[src/rtl/led_scan_ctrl_if.sv]
// Pattern load handshake, run request and LED matrix drive outputs of led_scan_ctrl.
// master = pattern source / controller side, slave = the scan controller.
interface led_scan_ctrl_if;
    logic         enable;
    logic [255:0] pattern_in;
    logic         pattern_valid;
    logic         pattern_ready;
    logic [15:0]  row_sel;
    logic [15:0]  col_data;
    logic         frame_done;

    modport master (
        output enable, pattern_in, pattern_valid,
        input  pattern_ready, row_sel, col_data, frame_done
    );

    modport slave (
        input  enable, pattern_in, pattern_valid,
        output pattern_ready, row_sel, col_data, frame_done
    );
endinterface

[src/rtl/led_scan_ctrl.sv]
// 16x16 LED matrix row scanner with double-buffered frame image; new images swap in at frame start.
// Macro LED_SCAN_BLANK_EN adds a BLANK_TICKS dark gap after every row; undefined, rows scan back to back.
module led_scan_ctrl #(
    parameter int ROW_TICKS   = 1000,
    parameter int BLANK_TICKS = 4
) (
    input  logic           clk,
    input  logic           reset,
    led_scan_ctrl_if.slave bus
);
    localparam int MAX_TICKS = (ROW_TICKS > BLANK_TICKS) ? ROW_TICKS : BLANK_TICKS;
    localparam int TICK_W    = $clog2(MAX_TICKS);

    localparam logic [TICK_W-1:0] ROW_LAST = TICK_W'(ROW_TICKS - 1);
`ifdef LED_SCAN_BLANK_EN
    localparam logic [TICK_W-1:0] BLANK_LAST = TICK_W'(BLANK_TICKS - 1);
    localparam logic [TICK_W-1:0] BLANK_PEN  = (BLANK_TICKS >= 2) ? TICK_W'(BLANK_TICKS - 2) : '0;
`else
    localparam logic [TICK_W-1:0] ROW_PEN = TICK_W'(ROW_TICKS - 2);
`endif

    typedef enum logic [1:0] {IDLE, SCAN, BLANK} state_t;

    state_t              state_q;
    logic [3:0]          row_q;
    logic [TICK_W-1:0]   tick_q;
    logic [255:0]        shadow_q;
    logic [255:0]        active_q;
    logic                shadow_full_q;
    logic [15:0]         row_sel_q;
    logic [15:0]         col_data_q;
    logic                frame_done_q;

    logic                last_row;
    logic                at_boundary;
    logic                capture;
    logic                swap;
    logic [255:0]        frame_img;

    state_t              state_d;
    logic [3:0]          row_d;
    logic [15:0]         row_sel_d;
    logic [15:0]         col_data_d;

    assign last_row = (row_q == 4'd15);
`ifdef LED_SCAN_BLANK_EN
    assign at_boundary = (state_q == BLANK) && (tick_q == BLANK_LAST) && last_row;
`else
    assign at_boundary = (state_q == SCAN) && (tick_q == ROW_LAST) && last_row;
`endif
    assign capture   = bus.pattern_valid && !shadow_full_q;
    assign swap      = shadow_full_q && (((state_q == IDLE) && bus.enable) || at_boundary);
    // Row 0 of a new frame must show the image being swapped in on the same edge.
    assign frame_img = shadow_full_q ? shadow_q : active_q;

    // Where the scan goes when the current row's last phase ends.
    always_comb begin
        state_d    = SCAN;
        row_d      = row_q + 4'd1;
        row_sel_d  = 16'b1 << row_d;
        col_data_d = active_q[{row_d, 4'b0000} +: 16];
        if (last_row) begin
            row_d = 4'd0;
            if (bus.enable) begin
                row_sel_d  = 16'h0001;
                col_data_d = frame_img[15:0];
            end else begin
                state_d    = IDLE;
                row_sel_d  = 16'h0000;
                col_data_d = 16'h0000;
            end
        end
    end

    always_ff @(posedge clk or posedge reset) begin
        if (reset) begin
            state_q       <= IDLE;
            row_q         <= 4'd0;
            tick_q        <= '0;
            shadow_q      <= '0;
            active_q      <= '0;
            shadow_full_q <= 1'b0;
            row_sel_q     <= 16'h0000;
            col_data_q    <= 16'h0000;
            frame_done_q  <= 1'b0;
        end else begin
            frame_done_q <= 1'b0;
            // capture needs an empty shadow and swap a full one, so they never collide.
            if (capture) begin
                shadow_q      <= bus.pattern_in;
                shadow_full_q <= 1'b1;
            end
            if (swap) begin
                active_q      <= shadow_q;
                shadow_full_q <= 1'b0;
            end

            case (state_q)
                IDLE: begin
                    row_sel_q  <= 16'h0000;
                    col_data_q <= 16'h0000;
                    if (bus.enable) begin
                        state_q    <= SCAN;
                        row_q      <= 4'd0;
                        tick_q     <= '0;
                        row_sel_q  <= 16'h0001;
                        col_data_q <= frame_img[15:0];
                    end
                end
`ifdef LED_SCAN_BLANK_EN
                SCAN: begin
                    if (tick_q == ROW_LAST) begin
                        state_q      <= BLANK;
                        tick_q       <= '0;
                        row_sel_q    <= 16'h0000;
                        col_data_q   <= 16'h0000;
                        frame_done_q <= last_row && (BLANK_TICKS == 1);
                    end else begin
                        tick_q <= tick_q + 1'b1;
                    end
                end
                BLANK: begin
                    if (tick_q == BLANK_LAST) begin
                        state_q    <= state_d;
                        row_q      <= row_d;
                        tick_q     <= '0;
                        row_sel_q  <= row_sel_d;
                        col_data_q <= col_data_d;
                    end else begin
                        tick_q       <= tick_q + 1'b1;
                        frame_done_q <= last_row && (BLANK_TICKS >= 2) && (tick_q == BLANK_PEN);
                    end
                end
`else
                SCAN: begin
                    if (tick_q == ROW_LAST) begin
                        state_q    <= state_d;
                        row_q      <= row_d;
                        tick_q     <= '0;
                        row_sel_q  <= row_sel_d;
                        col_data_q <= col_data_d;
                    end else begin
                        tick_q       <= tick_q + 1'b1;
                        frame_done_q <= last_row && (tick_q == ROW_PEN);
                    end
                end
`endif
                default: begin
                    state_q    <= IDLE;
                    row_q      <= 4'd0;
                    tick_q     <= '0;
                    row_sel_q  <= 16'h0000;
                    col_data_q <= 16'h0000;
                end
            endcase
        end
    end

    // frame_done is raised on the edge entering the frame's final cycle.
    assign bus.pattern_ready = !shadow_full_q;
    assign bus.row_sel       = row_sel_q;
    assign bus.col_data      = col_data_q;
    assign bus.frame_done    = frame_done_q;
endmodule

[src/flat_wrapper.sv]
// flat-port wrapper written by rule: the top's interface ports become plain ports
module led_scan_ctrl_flat 
#(
    parameter int ROW_TICKS   = 1000,
    parameter int BLANK_TICKS = 4
)
  (clk, reset, bus_enable, bus_pattern_in, bus_pattern_valid, bus_pattern_ready, bus_row_sel, bus_col_data, bus_frame_done);
  led_scan_ctrl_if bus_i ();
  input  logic clk;
  input  logic reset;
  input wire logic [$bits(bus_i.enable)-1:0] bus_enable;
  input wire logic [$bits(bus_i.pattern_in)-1:0] bus_pattern_in;
  input wire logic [$bits(bus_i.pattern_valid)-1:0] bus_pattern_valid;
  output wire logic [$bits(bus_i.pattern_ready)-1:0] bus_pattern_ready;
  output wire logic [$bits(bus_i.row_sel)-1:0] bus_row_sel;
  output wire logic [$bits(bus_i.col_data)-1:0] bus_col_data;
  output wire logic [$bits(bus_i.frame_done)-1:0] bus_frame_done;
  assign bus_i.enable = bus_enable;
  assign bus_i.pattern_in = bus_pattern_in;
  assign bus_i.pattern_valid = bus_pattern_valid;
  assign bus_pattern_ready = bus_i.pattern_ready;
  assign bus_row_sel = bus_i.row_sel;
  assign bus_col_data = bus_i.col_data;
  assign bus_frame_done = bus_i.frame_done;
  led_scan_ctrl #(.ROW_TICKS(ROW_TICKS), .BLANK_TICKS(BLANK_TICKS)) u_core (.clk(clk), .reset(reset), .bus(bus_i));
endmodule
[config.mk]
export PLATFORM = sky130hd
export DESIGN_NAME = led_scan_ctrl_flat
export DESIGN_NICKNAME = d
export VERILOG_FILES = /design/src/rtl/led_scan_ctrl_if.sv /design/src/rtl/led_scan_ctrl.sv /design/src/flat_wrapper.sv
export SDC_FILE = /design/constraint.sdc
export NUM_CORES = 1
export LEC_CHECK = 0
export ABC_AREA = 1
export CORE_MARGIN = 4
export CORE_UTILIZATION = 55
export CTS_CLUSTER_DIAMETER = 120
export DETAILED_ROUTE_END_ITERATION = 16
export PLACE_DENSITY = 0.88
export SETUP_SLACK_MARGIN = 0.15
export SLEW_MARGIN = 10
export SYNTH_ARGS = -nofsm -noshare
export SYNTH_HDL_FRONTEND = slang
export SYNTH_SLANG_ARGS = --single-unit
[constraint.sdc]
create_clock -name clk -period 29 [get_ports clk]
set_input_delay 7.25 -clock clk [delete_from_list [all_inputs] [get_ports clk]]
set_output_delay 7.25 -clock clk [all_outputs]
set_load 0.01 [all_outputs]
**Cell outlines without signal wires**

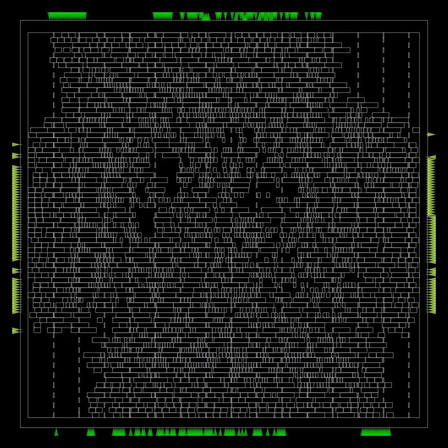
Tap Cells: 592
Cell Count, Final, Fillers Out: 3586
flop share of the area: 46.6%

**Cell classes on the final placement**

Fill, decap, tap and diode cells in grey.
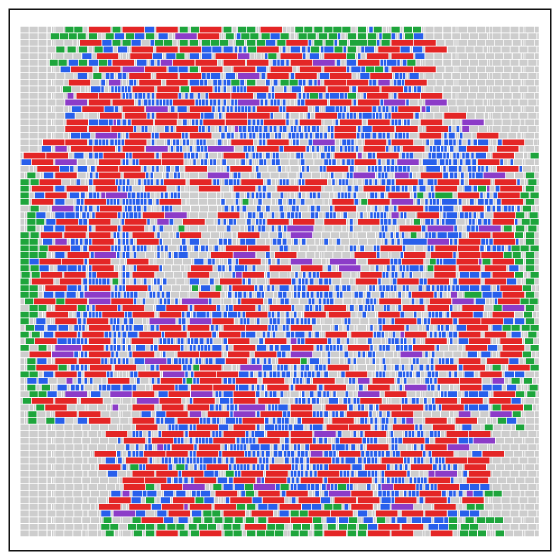
legend:
  green:
    class: remaining buffers and delay cells
    cells: 310
    share_of_their_area: 11%
  blue:
    class: combinational and other logic
    cells: 2019
    share_of_their_area: 35%
  red:
    class: sequential cells
    cells: 561
    share_of_their_area: 48%
  purple:
    class: clock drivers and dummy loads
    cells: 104
    share_of_their_area: 6.9%

**I/O nets highlighted**

Bar = 50 um.
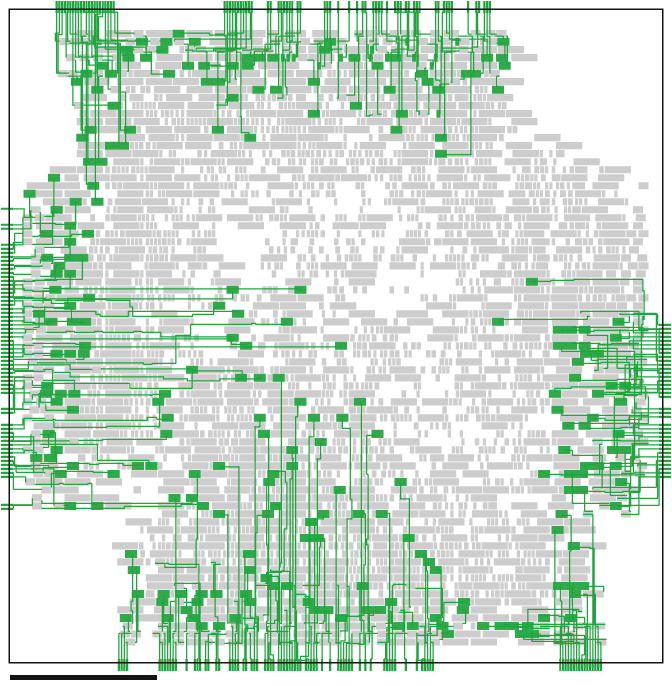
legend:
  green:
    port: `bus_pattern_in`
    direction: input
    end_cells: 256
    buffers: 256
    wire: 10100 um
number of port buffers: 293
I/O pins: 294

==> GITHUB_STEP_SUMMARY <==
### Yosys + OpenROAD results

| Metric | Value |
|---|---|
| Largest net degree at the start of global routing | `257` |
| Worst Path Max Fanout | `106` |
| Registers | `561` |
| Worst Reg-to-Reg Cells | `11` |
| Biggest area consumer among synthesized cells | `dfrtp_1` |
| Leading cell kind | `sequential cells` |
| Flop pwr share | `49.0%` |
| TritonCTS Buffers | `56` |
| Mapped cell area | `25100 um2` |
| Floorplan Nets | `3026` |
| Inverters, non-clock | `183` |
| Worst Skew | `0.0214 ns` |
| Status | `finished, final reports clean` |
| First-pass GRT wire length | `113 mm` |
| Ratio of cells with drive above 1 in the final layout | `12.4%` |
| WP depth | `8` |
| # Post-CTS Setup Buffers | `0` |
| Slowest stage delay, CP | `0.94 ns` |
| Clk tree area frac | `6.71%` |
| Antenna violation net count after detailed routing | `0` |
| Pwr/cell area | `56.6 nW/um2` |
| Via-to-Cell Ratio | `5.66` |
| Logic area | `9550 um2` |
| CTS resizes | `0` |
| Vias in the first global route | `20347` |
| Max-Cap Viols | `0` |
| Clock buf count | `73` |
| DIE WIDTH | `222 um` |
| Max Slew Vio Count | `0` |
| Initial Utilization | `56.2%` |
| Initial antenna violation count | `0` |
| Nets | `3215` |
| Met2 usage | `44.6%` |
| Type of origin of the critical path | `input pin` |
| Reg area | `14000 um2` |
| Worst slack, placed | `17.42 ns` |
| Drt initial violations | `2458` |
| Simple share | `24.9%` |
| Top cells by instance count after synthesis | `nand2_1, dfrtp_1, nand3_1, mux2_2, inv_1` |
| Late-Pin Clk Latency | `0.61 ns` |
| DR pass1 iterations | `6` |
| Diode count | `0` |
| Worst Hold Depth | `2` |
| Total GRT Usage | `28.3%` |
| Comb area share | `31.7%` |
| Post-detail-place hpwl | `46.5 mm` |
| Met3 global-route usage | `5.19%` |
| Worst Hold Class | `reg -> reg` |
| Final Util | `67.6%` |
| Slew Limit Headroom | `22.3%` |
| Fill count | `3307` |
| Hold wc startpoint | `u_core.active_q[80]` |
| Syn avg cell area | `9.09 um2` |
| Xor+xnor area frac | `0.214%` |
| Hold EP | `u_core.active_q[80]` |
| Combinational group share of total power | `5.0%` |
| Syn-to-layout area delta | `20.2%` |
| Die footprint | `49100 um2` |
| Distinct lib cells used | `33` |
| Crit path required time | `29.54 ns` |
| Unrepaired setup endpoints after global routing | `no` |
| Sequential Power | `836 uW` |
| Tcrit/Tclk final | `38.4%` |
| Synth Flop Type | `dfrtp_1` |
| Flop-to-flop setup slack | `24.00 ns` |
| Fa+ha+maj area frac | `0.349%` |
| CTS tree | `done` |
| Design area | `30200 um2` |
| Setup TNS | `0 ns` |
| Root Buffer | `clkbuf_16` |
| CTS H-tree depth | `2` |
| Post-layout worst setup margin | `17.86 ns` |
| Logic power comb | `86.0 uW` |
| Rows | `77` |
| Core Box Area | `44600 um2` |
Power and IR drop assume default switching activity.
